===== src/rtl/mlp_seq_pkg.sv =====
// Shared types and helpers for the sequential MLP classifier.
// Latency: n/a (package). Backpressure: n/a.
// Contents: FSM state enum, ReLU+saturate helper, packed-element extractor.
package mlp_seq_pkg;

  typedef enum logic [1:0] {
    S_IDLE,
    S_L0,
    S_L1,
    S_DONE
  } state_e;

  // Parameter vectors are widened to this size before element extraction.
  localparam int FLAT_MAX_W = 1024;

  // Negative sums clamp to zero; non-negative sums are shifted, then clipped
  // to the largest value that fits in `width` bits.
  function automatic logic [31:0] relu_sat(input logic signed [63:0] acc,
                                           input int unsigned shift,
                                           input int unsigned width);
    logic signed [63:0] v;
    logic signed [63:0] vmax;
    vmax = (64'sd1 <<< width) - 64'sd1;
    if (acc < 0) return '0;
    v = acc >>> shift;
    if (v > vmax) v = vmax;
    return v[31:0];
  endfunction

  // Element `idx` of a flat packed vector of `width`-bit signed fields,
  // sign-extended to 32 bits.
  function automatic logic signed [31:0] get_elem(input logic [FLAT_MAX_W-1:0] flat,
                                                  input int idx,
                                                  input int width);
    logic [31:0]        raw;
    logic signed [31:0] t;
    raw = 32'(flat >> (idx * width));
    t   = raw << (32 - width);
    return t >>> (32 - width);
  endfunction

endpackage


===== src/rtl/mlp_seq_argmax_mac.sv =====
// Signed multiply-accumulate register shared by both MLP layers.
// Latency: 1 cycle (acc updates on the edge after load/en). Backpressure: none.
// Ports: load_i (acc=bias_i, wins over en_i), en_i (acc+=a_i*w_i), acc_o
//        (accumulator including the current cycle's product when en_i is high).
module mlp_mac_unit #(
  parameter int A_W   = 9,
  parameter int W_W   = 8,
  parameter int ACC_W = 20
) (
  input  logic                    clk,
  input  logic                    rst,
  input  logic                    load_i,
  input  logic                    en_i,
  input  logic [ACC_W-1:0]        bias_i,
  input  logic signed [A_W-1:0]   a_i,
  input  logic signed [W_W-1:0]   w_i,
  output logic signed [ACC_W-1:0] acc_o
);

  logic signed [ACC_W-1:0]     acc_q;
  logic signed [A_W+W_W-1:0]   prod;
  logic signed [ACC_W-1:0]     sum;

  assign prod  = a_i * w_i;
  // Sign-extend (or wrap) the product into the accumulator width.
  assign sum   = acc_q + ACC_W'(prod);
  // Exposing the post-MAC value lets the caller capture a neuron's final sum
  // on the same edge the accumulator is reloaded with the next bias.
  assign acc_o = en_i ? sum : acc_q;

  always_ff @(posedge clk) begin
    if (rst) begin
      acc_q <= '0;
    end else if (load_i) begin
      acc_q <= $signed(bias_i);
    end else if (en_i) begin
      acc_q <= sum;
    end
  end

endmodule


===== src/rtl/mlp_seq_argmax.sv =====
// Time-multiplexed 2-layer quantised MLP with argmax, one shared signed MAC.
// Latency: accept at edge t -> out_valid seen high at edge t+N_HID*N_IN+N_OUT*N_HID+1.
// Backpressure: result held in DONE until out_ready; in_ready only in IDLE.
// Ports: in_valid/in_ready/in_data (features), out_valid/out_ready/out_class/
//        out_score (result), busy (not IDLE), clk, rst (sync, active-high).
module mlp_seq_argmax
  import mlp_seq_pkg::*;
#(
  parameter int N_IN      = 4,
  parameter int IN_W      = 4,
  parameter int N_HID     = 3,
  parameter int HID_W     = 8,
  parameter int N_OUT     = 3,
  parameter int W_W       = 8,
  parameter int ACC_W     = 20,
  parameter int HID_SHIFT = 0,
  parameter logic [N_HID*N_IN*W_W-1:0]  W0 = 96'h1040FFF8_0800FE00_E0E010F0,
  parameter logic [N_HID*ACC_W-1:0]     B0 = 60'hFFFE0_FFFF0_00010,
  parameter logic [N_OUT*N_HID*W_W-1:0] W1 = 72'h20F0E0_E0FCE0_C01020,
  parameter logic [N_OUT*ACC_W-1:0]     B1 = 60'hFFFC0_00040_FFFE0,
  localparam int CLS_W = $clog2(N_OUT)
) (
  input  logic                   clk,
  input  logic                   rst,
  input  logic                   in_valid,
  output logic                   in_ready,
  input  logic [N_IN*IN_W-1:0]   in_data,
  output logic                   out_valid,
  input  logic                   out_ready,
  output logic [CLS_W-1:0]       out_class,
  output logic [ACC_W-1:0]       out_score,
  output logic                   busy
);

  localparam int IW  = (N_IN  > 1) ? $clog2(N_IN)  : 1;
  localparam int HW  = (N_HID > 1) ? $clog2(N_HID) : 1;
  localparam int A_W = ((IN_W > HID_W) ? IN_W : HID_W) + 1;

  state_e                  state_q, state_d;
  logic [IW-1:0]           i_q;
  logic [HW-1:0]           j_q;
  logic [CLS_W-1:0]        k_q;
  logic [N_IN*IN_W-1:0]    x_q;
  logic [HID_W-1:0]        h_q [N_HID];
  logic [CLS_W-1:0]        best_cls_q;
  logic [ACC_W-1:0]        best_score_q;

  logic                    accept, i_last, j_last, k_last;
  logic                    mac_load, mac_en;
  logic [ACC_W-1:0]        bias_op;
  logic [A_W-1:0]          a_op;
  logic signed [W_W-1:0]   w_op;
  logic signed [ACC_W-1:0] acc;
  logic [ACC_W-1:0]        s_val;

  assign in_ready  = (state_q == S_IDLE) && !rst;
  assign accept    = in_valid && in_ready;
  assign busy      = (state_q != S_IDLE);
  assign out_valid = (state_q == S_DONE);
  assign out_class = best_cls_q;
  assign out_score = best_score_q;

  assign i_last = (i_q == IW'(N_IN - 1));
  assign j_last = (j_q == HW'(N_HID - 1));
  assign k_last = (k_q == CLS_W'(N_OUT - 1));
  assign s_val  = acc[ACC_W-1] ? '0 : acc;  // output-layer ReLU

  mlp_mac_unit #(.A_W(A_W), .W_W(W_W), .ACC_W(ACC_W)) u_mac (
    .clk    (clk),
    .rst    (rst),
    .load_i (mac_load),
    .en_i   (mac_en),
    .bias_i (bias_op),
    .a_i    ($signed(a_op)),
    .w_i    (w_op),
    .acc_o  (acc)
  );

  // Next state and MAC operand steering. Inputs and hidden activations are
  // unsigned, so they enter the MAC zero-extended with a 0 sign bit.
  always_comb begin
    state_d  = state_q;
    mac_load = 1'b0;
    mac_en   = 1'b0;
    bias_op  = ACC_W'(get_elem(FLAT_MAX_W'(B0), 0, ACC_W));
    a_op     = '0;
    w_op     = '0;
    case (state_q)
      S_IDLE: begin
        if (accept) begin
          state_d  = S_L0;
          mac_load = 1'b1;
        end
      end
      S_L0: begin
        mac_en = 1'b1;
        a_op   = A_W'(IN_W'(x_q >> (int'(i_q) * IN_W)));
        w_op   = W_W'(get_elem(FLAT_MAX_W'(W0), int'(j_q) * N_IN + int'(i_q), W_W));
        if (i_last) begin
          mac_load = 1'b1;
          if (j_last) begin
            state_d = S_L1;
            bias_op = ACC_W'(get_elem(FLAT_MAX_W'(B1), 0, ACC_W));
          end else begin
            bias_op = ACC_W'(get_elem(FLAT_MAX_W'(B0), int'(j_q) + 1, ACC_W));
          end
        end
      end
      S_L1: begin
        mac_en = 1'b1;
        a_op   = A_W'(h_q[j_q]);
        w_op   = W_W'(get_elem(FLAT_MAX_W'(W1), int'(k_q) * N_HID + int'(j_q), W_W));
        if (j_last) begin
          if (k_last) begin
            state_d = S_DONE;
          end else begin
            mac_load = 1'b1;
            bias_op  = ACC_W'(get_elem(FLAT_MAX_W'(B1), int'(k_q) + 1, ACC_W));
          end
        end
      end
      S_DONE: begin
        if (out_ready) state_d = S_IDLE;
      end
      default: state_d = S_IDLE;
    endcase
  end

  always_ff @(posedge clk) begin
    if (rst) begin
      state_q      <= S_IDLE;
      i_q          <= '0;
      j_q          <= '0;
      k_q          <= '0;
      x_q          <= '0;
      best_cls_q   <= '0;
      best_score_q <= '0;
      for (int n = 0; n < N_HID; n++) h_q[n] <= '0;
    end else begin
      state_q <= state_d;
      case (state_q)
        S_IDLE: begin
          if (accept) x_q <= in_data;
        end
        S_L0: begin
          if (i_last) begin
            i_q      <= '0;
            h_q[j_q] <= HID_W'(relu_sat(64'(acc), HID_SHIFT, HID_W));
            j_q      <= j_last ? '0 : j_q + 1'b1;
          end else begin
            i_q <= i_q + 1'b1;
          end
        end
        S_L1: begin
          if (j_last) begin
            j_q <= '0;
            k_q <= k_last ? '0 : k_q + 1'b1;
            // Strict compare keeps the lower index on ties; class 0 seeds the best.
            if (k_q == '0 || s_val > best_score_q) begin
              best_score_q <= s_val;
              best_cls_q   <= k_q;
            end
          end else begin
            j_q <= j_q + 1'b1;
          end
        end
        default: ;
      endcase
    end
  end

endmodule


===== config.mk =====
export PLATFORM = sky130hd
export DESIGN_NAME = mlp_seq_argmax
export DESIGN_NICKNAME = d
export VERILOG_FILES = /design/src/rtl/mlp_seq_pkg.sv /design/src/rtl/mlp_seq_argmax_mac.sv /design/src/rtl/mlp_seq_argmax.sv
export SDC_FILE = /design/constraint.sdc
export NUM_CORES = 1
export LEC_CHECK = 0
export ABC_AREA = 0
export CAP_MARGIN = 10
export CORE_ASPECT_RATIO = 0.7
export CORE_MARGIN = 10
export CORE_UTILIZATION = 30
export CTS_BUF_LIST = sky130_fd_sc_hd__clkbuf_8 sky130_fd_sc_hd__clkbuf_16
export DETAILED_ROUTE_END_ITERATION = 8
export PLACE_DENSITY = 0.54
export SLEW_MARGIN = 10
export SYNTH_ARGS = -nofsm -noshare
export SYNTH_HDL_FRONTEND = slang
export SYNTH_SLANG_ARGS = --single-unit
export TNS_END_PERCENT = 5

===== constraint.sdc =====
create_clock -name clk -period 10.5 [get_ports clk]
set_clock_uncertainty 0.05 [all_clocks]
set_input_delay 3.15 -clock clk [delete_from_list [all_inputs] [get_ports clk]]
set_output_delay 3.15 -clock clk [all_outputs]
set_load 0.005 [all_outputs]

Run 1, power grid:
Bar = 50 um. Pins as bars on the die edge.
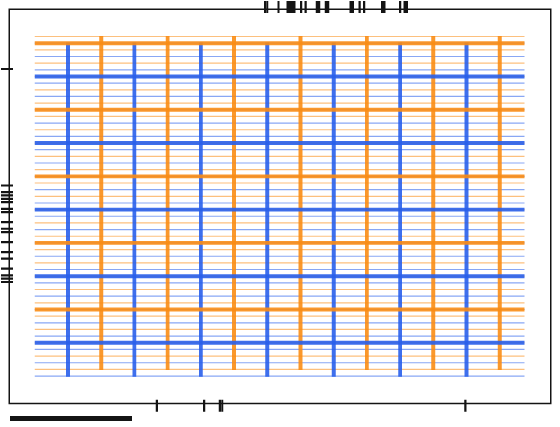
[VDD] orange
[VSS] blue
signal pins: 45
met1 rails: 52
rows: 51
met5 straps: 10
met4 straps: 14

Run 1, cells coloured by class:
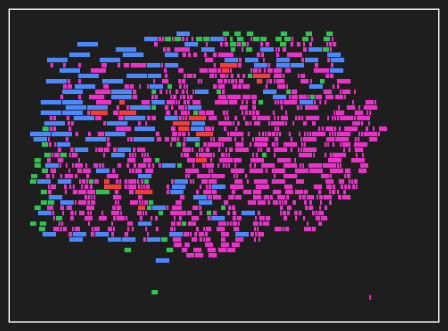
[clock drivers and dummy loads] red | cells: 16 | share of their area: 3.3%
[remaining logic cells] magenta | cells: 811 | share of their area: 65%
[remaining buffers and delay cells] green | cells: 69 | share of their area: 6.9%
[registers] blue | cells: 99 | share of their area: 25%
fin area: 0.00965 mm^2
FP Rows: 51
Post-Route Utilization: 0.348
Core ar.: 0.0278 mm^2

==> results.json, run 1 <==
{
  "status": "finished, final reports clean",
  "clockBufferDepth": 2,
  "power_frac_seq": 0.306,
  "fp.dieH_um": 160,
  "warning_count": 37,
  "cts_hold_buf": 0,
  "holdPathEnd": "x_q[10]",
  "slew_violations": 0,
  "power.group.top": "combinational logic",
  "cap_violations": 0,
  "regMostFlops": "h_q",
  "syn_nets": 1131,
  "drtAntennaViolNets": 0,
  "irDropWorstVdd_mv": 0.122,
  "clk_share": 0.0318,
  "synth_warnings": 0,
  "grt-busiest-layer": "met1",
  "placed_area_mm2": 0.00933,
  "ys_sh_mux": 0.0472,
  "grt_pass1_wl_um": 37400,
  "critical_path_class": "register to register",
  "cp_num_buf_inv": 6,
  "holdPathStages": 2,
  "endpoint": "out_score[11]",
  "wl_per_cell_um": 16.9,
  "vias_per_cell": 5.00,
  "area_growth_pct": 14.2,
  "synthCells": 963,
  "cp-start-kind": "register",
  "max_stage_delay_ns": 0.61,
  "grt_max_degree": 59,
  "powerClk_w": 0.000346,
  "finalWorstSetupSlack_ns": 0.738,
  "clkPwrFrac": 0.226,
  "critical_path_required_ns": 10.73,
  "crit_start": "k_q[1]",
  "cpMostUsedCell": "fa_1",
  "yosys_area_mm2": 0.00845,
  "met3_usage": 0.0283,
  "top_layer": "met4",
  "ios": 45,
  "ys_seq_share": 0.272,
  "final_cells": 1366,
  "r2r_slack_ns": 0.74,
  "combPwrFrac": 0.468,
  "cts_setup_buffers": 0,
  "endpoint_kind": "register",
  "clock_buffers": 9,
  "buf_share": 0.0656,
  "fillers": 2829,
  "holdWs_ns": 0.413,
  "synthTopCellsByCount": "112 x inv_1, 112 x nor2_1, 95 x ha_1, 79 x nand2_1",
  "hp-class": "register to register",
  "power_per_cell_area_mw_per_mm2": 159,
  "largestClassByArea": "multi-input combinational cells",
  "path_max_fanout": 22,
  "cts_buffers": 9,
  "layout_top_cells": "112 x inv_1, 112 x nor2_1, 95 x ha_1, 79 x nand2_1",
  "gp_congestion": 0.866,
  "yosysCellCount": 963,
  "r2r_start": "k_q[1]",
  "dr_wl_met2_um": 8970,
  "pg_seq_w": 0.000469,
  "grt_overflow": 0,
  "synth.largest_area_cell": "dfxtp_1",
  "regArea_mm2": 0.00230,
  "synthArstFlopShare": 0,
  "wl_um": 23100,
  "flops": 99,
  "path_clk_slew_ns": 0.08,
  "hp-start": "x_q[10]",
  "ff_type": "dfxtp_1",
  "netlist_logic_family_top": "adder cells",
  "report.final.setup_viol": 0,
  "wl_met3_um": 1260,
  "simple_gate_share": 0.186,
  "largest_register_ffs": 32,
  "buffers": 69,
  "syn_area_mm2": 0.00845,
  "taps": 371,
  "tightest_slew_ns": 0.970,
  "combGateArea_mm2": 0.00551,
  "cts_tree": "yes",
  "ys_top_cells_by_area": "dfxtp_1 16%, ha_1 14%, fa_1 13%",
  "synthXorXnorAreaFrac": 0.0104,
  "sw_frac_of_total": 0.431,
  "ctsResizeCount": 0,
  "place_ws_ns": 0.565,
  "rsz0062_at_grt": "false",
  "drt_iter0_markers": 449,
  "htreeDepth": 3,
  "drive_above_1_share": 0.0794,
  "max_freq_ghz": 0.102,
  "cp.depth": 35,
  "avgSynthCellArea_um2": 8.78,
  "r2r-end": "out_score[11]",
  "die-area_mm2": 0.0354,
  "diodes": 0,
  "gr-usage-all-layers": 0.131,
  "num_vias": 6829,
  "period_needed_ns": 9.76,
  "dp.cells": 1350,
  "m1WireLength_um": 12700,
  "crit_family": "adder cells",
  "grt_pass1_vias": 6534,
  "top_cell_area_share": 0.159,
  "logic_gates": 695,
  "fp.dieW_um": 221,
  "grt_use_met1": 0.211,
  "post-route-period-util": 0.930,
  "slowest_stage": "fa_1",
  "cts-root-buf": "clkbuf_16",
  "ys_types": 71,
  "ys_sh_adder": 0.266,
  "sh_seq_area": 0.239,
  "clock_latency_ns": 0.36
}
Run 1, routed clock nets over the placement:
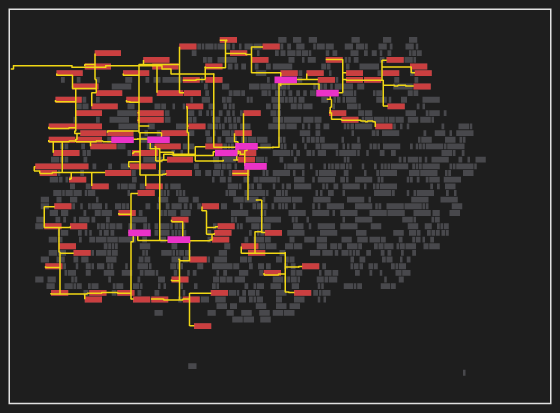
[flip-flops] red | count: 99
[clock wires] yellow | length: 1390 um
[clock-net drivers] magenta | count: 9
routed clock nets: 10

--- run 2 (diff from run 1) ---
--- a/config.mk
+++ b/config.mk
@@ -12,6 +12,7 @@
 export CORE_UTILIZATION = 30
 export CTS_BUF_LIST = sky130_fd_sc_hd__clkbuf_8 sky130_fd_sc_hd__clkbuf_16
 export DETAILED_ROUTE_END_ITERATION = 8
+export GPL_ROUTABILITY_DRIVEN = 0
 export PLACE_DENSITY = 0.54
 export SLEW_MARGIN = 10
 export SYNTH_ARGS = -nofsm -noshare
==> constraint.sdc (replaced) <==
create_clock -name clk -period 12.3 [get_ports clk]
set_clock_uncertainty 0.05 [all_clocks]
set_input_delay 2.46 -clock clk [delete_from_list [all_inputs] [get_ports clk]]
set_output_delay 2.46 -clock clk [all_outputs]
set_load 0.005 [all_outputs]
Run 2, routed clock nets over the placement:
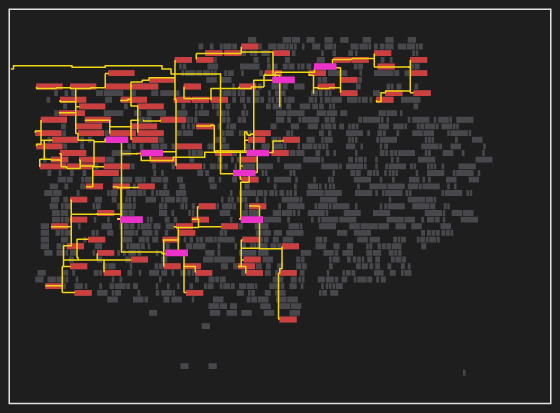
[clock-net drivers] magenta | count: 9
[clock wires] yellow | length: 1340 um
[flip-flops] red | count: 99
routed clock nets: 10

==> results.json, run 2 <==
{
  "dp.cells": 1340,
  "std_cell_rows": 51,
  "status": "finished, final reports clean",
  "yosys_area_mm2": 0.00845,
  "gr-usage-met2": 0.163,
  "diodes": 0,
  "ys_seq_share": 0.272,
  "period_needed_ns": 10.91,
  "tightest_slew_ns": 1.04,
  "critical_path_class": "register to register",
  "wl_per_cell_um": 16.9,
  "post-route-period-util": 0.887,
  "top_layer": "met4",
  "dr.pass1.iters": 7,
  "drive_above_1_share": 0.0690,
  "max_stage_delay_ns": 0.75,
  "holdPathEnd": "x_q[15]",
  "vias_per_cell": 4.96,
  "hp-start": "x_q[15]",
  "fin_area_mm2": 0.00955,
  "power_per_cell_area_mw_per_mm2": 135,
  "taps": 371,
  "cts_setup_buffers": 0,
  "power_frac_seq": 0.314,
  "simple_gate_share": 0.186,
  "crit_start": "j_q[1]",
  "power_w": 0.00129,
  "ios": 45,
  "holdWs_ns": 0.417,
  "aoi_share": 0.138,
  "drtAntennaViolNets": 0,
  "max_freq_ghz": 0.0916,
  "rsz0062_at_grt": "false",
  "endpoint_kind": "register",
  "wl_met3_um": 1290,
  "largest_register_ffs": 32,
  "layout_top_cells": "112 x inv_1, 112 x nor2_1, 95 x ha_1, 79 x nand2_1",
  "endpoint": "out_class[1]",
  "crit_family": "adder cells",
  "largestClassByArea": "multi-input combinational cells",
  "path_clk_slew_ns": 0.08,
  "grt_overflow": 0,
  "fp_util": 0.305,
  "htreeDepth": 3,
  "fillers": 2901,
  "arrival_ns": 11.08,
  "cp-start-kind": "register",
  "r2r_slack_ns": 1.39,
  "irDropWorstVdd_mv": 0.0913,
  "buffers": 59,
  "ys_sh_mux": 0.0472,
  "cp_num_buf_inv": 5,
  "r2r_start": "j_q[1]",
  "warning_count": 37,
  "syn_nets": 1131,
  "report.final.setup_viol": 0,
  "clockBufferDepth": 2,
  "met3_usage": 0.0220,
  "clock_latency_ns": 0.36,
  "ctsResizeCount": 0,
  "cts_tree": "yes",
  "dr_wl_met2_um": 8770,
  "grt_max_degree": 59,
  "synthTopCellsByCount": "112 x inv_1, 112 x nor2_1, 95 x ha_1, 79 x nand2_1",
  "grt-busiest-layer": "met1",
  "comb_share": 0.575,
  "ys_top_cells_by_area": "dfxtp_1 16%, ha_1 14%, fa_1 13%",
  "ys_sh_adder": 0.266,
  "synthCells": 963,
  "die-area_mm2": 0.0354,
  "avgSynthCellArea_um2": 8.78,
  "path_max_fanout": 41,
  "clkPwrFrac": 0.225,
  "sw_frac_of_total": 0.429,
  "cts_buffers": 9,
  "clk_share": 0.0321,
  "finalWorstSetupSlack_ns": 1.39,
  "yosysCellCount": 963,
  "max-slew-margin-rel": 0.308,
  "numClockSinks": 99,
  "power.group.top": "combinational logic",
  "edf_count": 32,
  "hp-class": "register to register",
  "grt_use_met1": 0.218,
  "pg_seq_w": 0.000405,
  "logic_gates": 695,
  "cts-root-buf": "clkbuf_16",
  "synthArstFlopShare": 0,
  "port_buffers": 43,
  "gr-usage-all-layers": 0.130,
  "place_ws_ns": 1.53,
  "powerClk_w": 0.000290,
  "cpMostUsedCell": "fa_1",
  "finalSetupTns_ns": 0,
  "flops": 99,
  "critical_path_required_ns": 12.47,
  "hold_viol_final": 0,
  "synth.largest_area_cell": "dfxtp_1",
  "regMostFlops": "h_q",
  "combGateArea_mm2": 0.00549,
  "fp.dieH_um": 160,
  "combPwrFrac": 0.461,
  "cts_hold_buf": 0,
  "internal_power_w": 0.000735,
  "slew_violations": 0,
  "post-route-util": 0.344,
  "fp.coreArea_mm2": 0.0278,
  "wl_um": 23000,
  "placed_area_mm2": 0.00924,
  "drt_iter0_markers": 721,
  "r2r-end": "out_class[1]",
  "area_growth_pct": 13.0,
  "final_cells": 1356,
  "top_cell_area_share": 0.159,
  "slowest_stage": "or2_1",
  "ff_type": "dfxtp_1",
  "p_sw_w": 0.000552,
  "m1WireLength_um": 12800,
  "holdPathStages": 2,
  "fp.dieW_um": 221,
  "num_vias": 6730,
  "netlist_logic_family_top": "adder cells",
  "synth_warnings": 0,
  "syn_area_mm2": 0.00845,
  "sh_seq_area": 0.241,
  "clock_buffers": 9,
  "comb_cell_power_w": 0.000593,
  "grt_antenna_before_repair": 0,
  "regArea_mm2": 0.00230,
  "grt_pass1_wl_um": 36600,
  "buf_share": 0.0571,
  "cap_violations": 0,
  "nets": 1148,
  "ys_types": 71,
  "synthXorXnorAreaFrac": 0.0104,
  "grt_pass1_vias": 6343,
  "cp.depth": 36
}
--- run 3 (diff from run 2) ---
==> constraint.sdc (replaced) <==
create_clock -name clk -period 12.85 [get_ports clk]
set_clock_uncertainty 0.05 [all_clocks]
set_input_delay 2.57 -clock clk [delete_from_list [all_inputs] [get_ports clk]]
set_output_delay 2.57 -clock clk [all_outputs]
set_load 0.005 [all_outputs]
Run 3, routed clock nets over the placement:
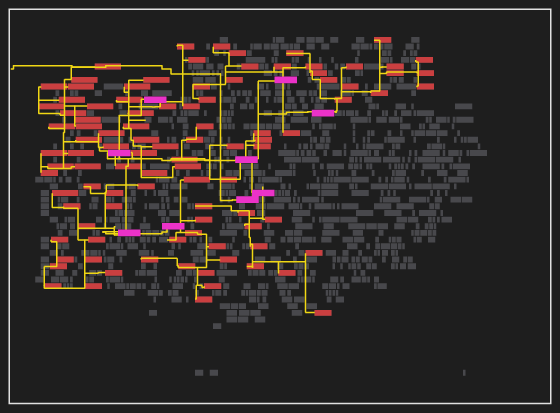
[clock wires] yellow | length: 1510 um
[clock-net drivers] magenta | count: 9
[flip-flops] red | count: 99
routed clock nets: 10
clk_lat worst skew: 0.36 ns
P_clk: 0.000282 W
Clk network pwr share: 0.228

==> results.json, run 3 <==
{
  "comb_cell_power_w": 0.000566,
  "endpoint": "out_score[17]",
  "clock_buffers": 9,
  "fillers": 2894,
  "grt_pass1_wl_um": 36400,
  "place_ws_ns": 2.08,
  "largest_register_ffs": 32,
  "grt_overflow": 0,
  "power_frac_seq": 0.313,
  "largestClassByArea": "multi-input combinational cells",
  "finalSetupTns_ns": 0,
  "sh_seq_area": 0.241,
  "ios": 45,
  "wl_met3_um": 1480,
  "grt_max_degree": 59,
  "fp.dieH_um": 160,
  "aoi_share": 0.138,
  "post-route-util": 0.344,
  "drive_above_1_share": 0.0690,
  "combGateArea_mm2": 0.00549,
  "grt_pass1_vias": 6438,
  "comb_share": 0.576,
  "std_cell_rows": 51,
  "logic_gates": 695,
  "top_layer": "met4",
  "holdPathEnd": "x_q[15]",
  "cts_hold_buf": 0,
  "nets": 1148,
  "power_w": 0.00123,
  "m1WireLength_um": 12400,
  "fp_util": 0.305,
  "flops": 99,
  "dr.pass1.iters": 5,
  "avgSynthCellArea_um2": 8.78,
  "cts_buffers": 9,
  "dp.cells": 1340,
  "cp.depth": 36,
  "regArea_mm2": 0.00230,
  "drtAntennaViolNets": 0,
  "gr-usage-met2": 0.166,
  "clockBufferDepth": 2,
  "internal_power_w": 0.000702,
  "hold_viol_final": 0,
  "buf_share": 0.0572,
  "synthCells": 963,
  "critical_path_class": "register to register",
  "grt-busiest-layer": "met1",
  "ctsResizeCount": 0,
  "cts-root-buf": "clkbuf_16",
  "pg_seq_w": 0.000387,
  "status": "finished, final reports clean",
  "cp_num_buf_inv": 6,
  "edf_count": 32,
  "area_growth_pct": 12.9,
  "placed_area_mm2": 0.00924,
  "gr-usage-all-layers": 0.129,
  "hp-class": "register to register",
  "numClockSinks": 99,
  "final_cells": 1356,
  "ys_sh_mux": 0.0472,
  "r2r_slack_ns": 2.00,
  "ff_type": "dfxtp_1",
  "crit_family": "adder cells",
  "period_needed_ns": 10.85,
  "holdPathStages": 2,
  "vias_per_cell": 4.92,
  "buffers": 59,
  "endpoint_kind": "register",
  "path_max_fanout": 41,
  "top_cell_area_share": 0.159,
  "warning_count": 37,
  "synthArstFlopShare": 0,
  "finalWorstSetupSlack_ns": 2.00,
  "p_sw_w": 0.000533,
  "yosysCellCount": 963,
  "fin_area_mm2": 0.00954,
  "synth.largest_area_cell": "dfxtp_1",
  "htreeDepth": 3,
  "cts_setup_buffers": 0,
  "met3_usage": 0.0338,
  "max_freq_ghz": 0.0921,
  "post-route-period-util": 0.845,
  "clk_share": 0.0315,
  "sw_frac_of_total": 0.432,
  "synth_warnings": 0,
  "dr_wl_met2_um": 8990,
  "netlist_logic_family_top": "adder cells",
  "max-slew-margin-rel": 0.395,
  "diodes": 0,
  "cpMostUsedCell": "fa_1",
  "grt_antenna_before_repair": 0,
  "crit_start": "j_q[1]",
  "r2r-end": "out_score[17]"
}
No activity file was given, so power comes from the tool's default toggle rates.
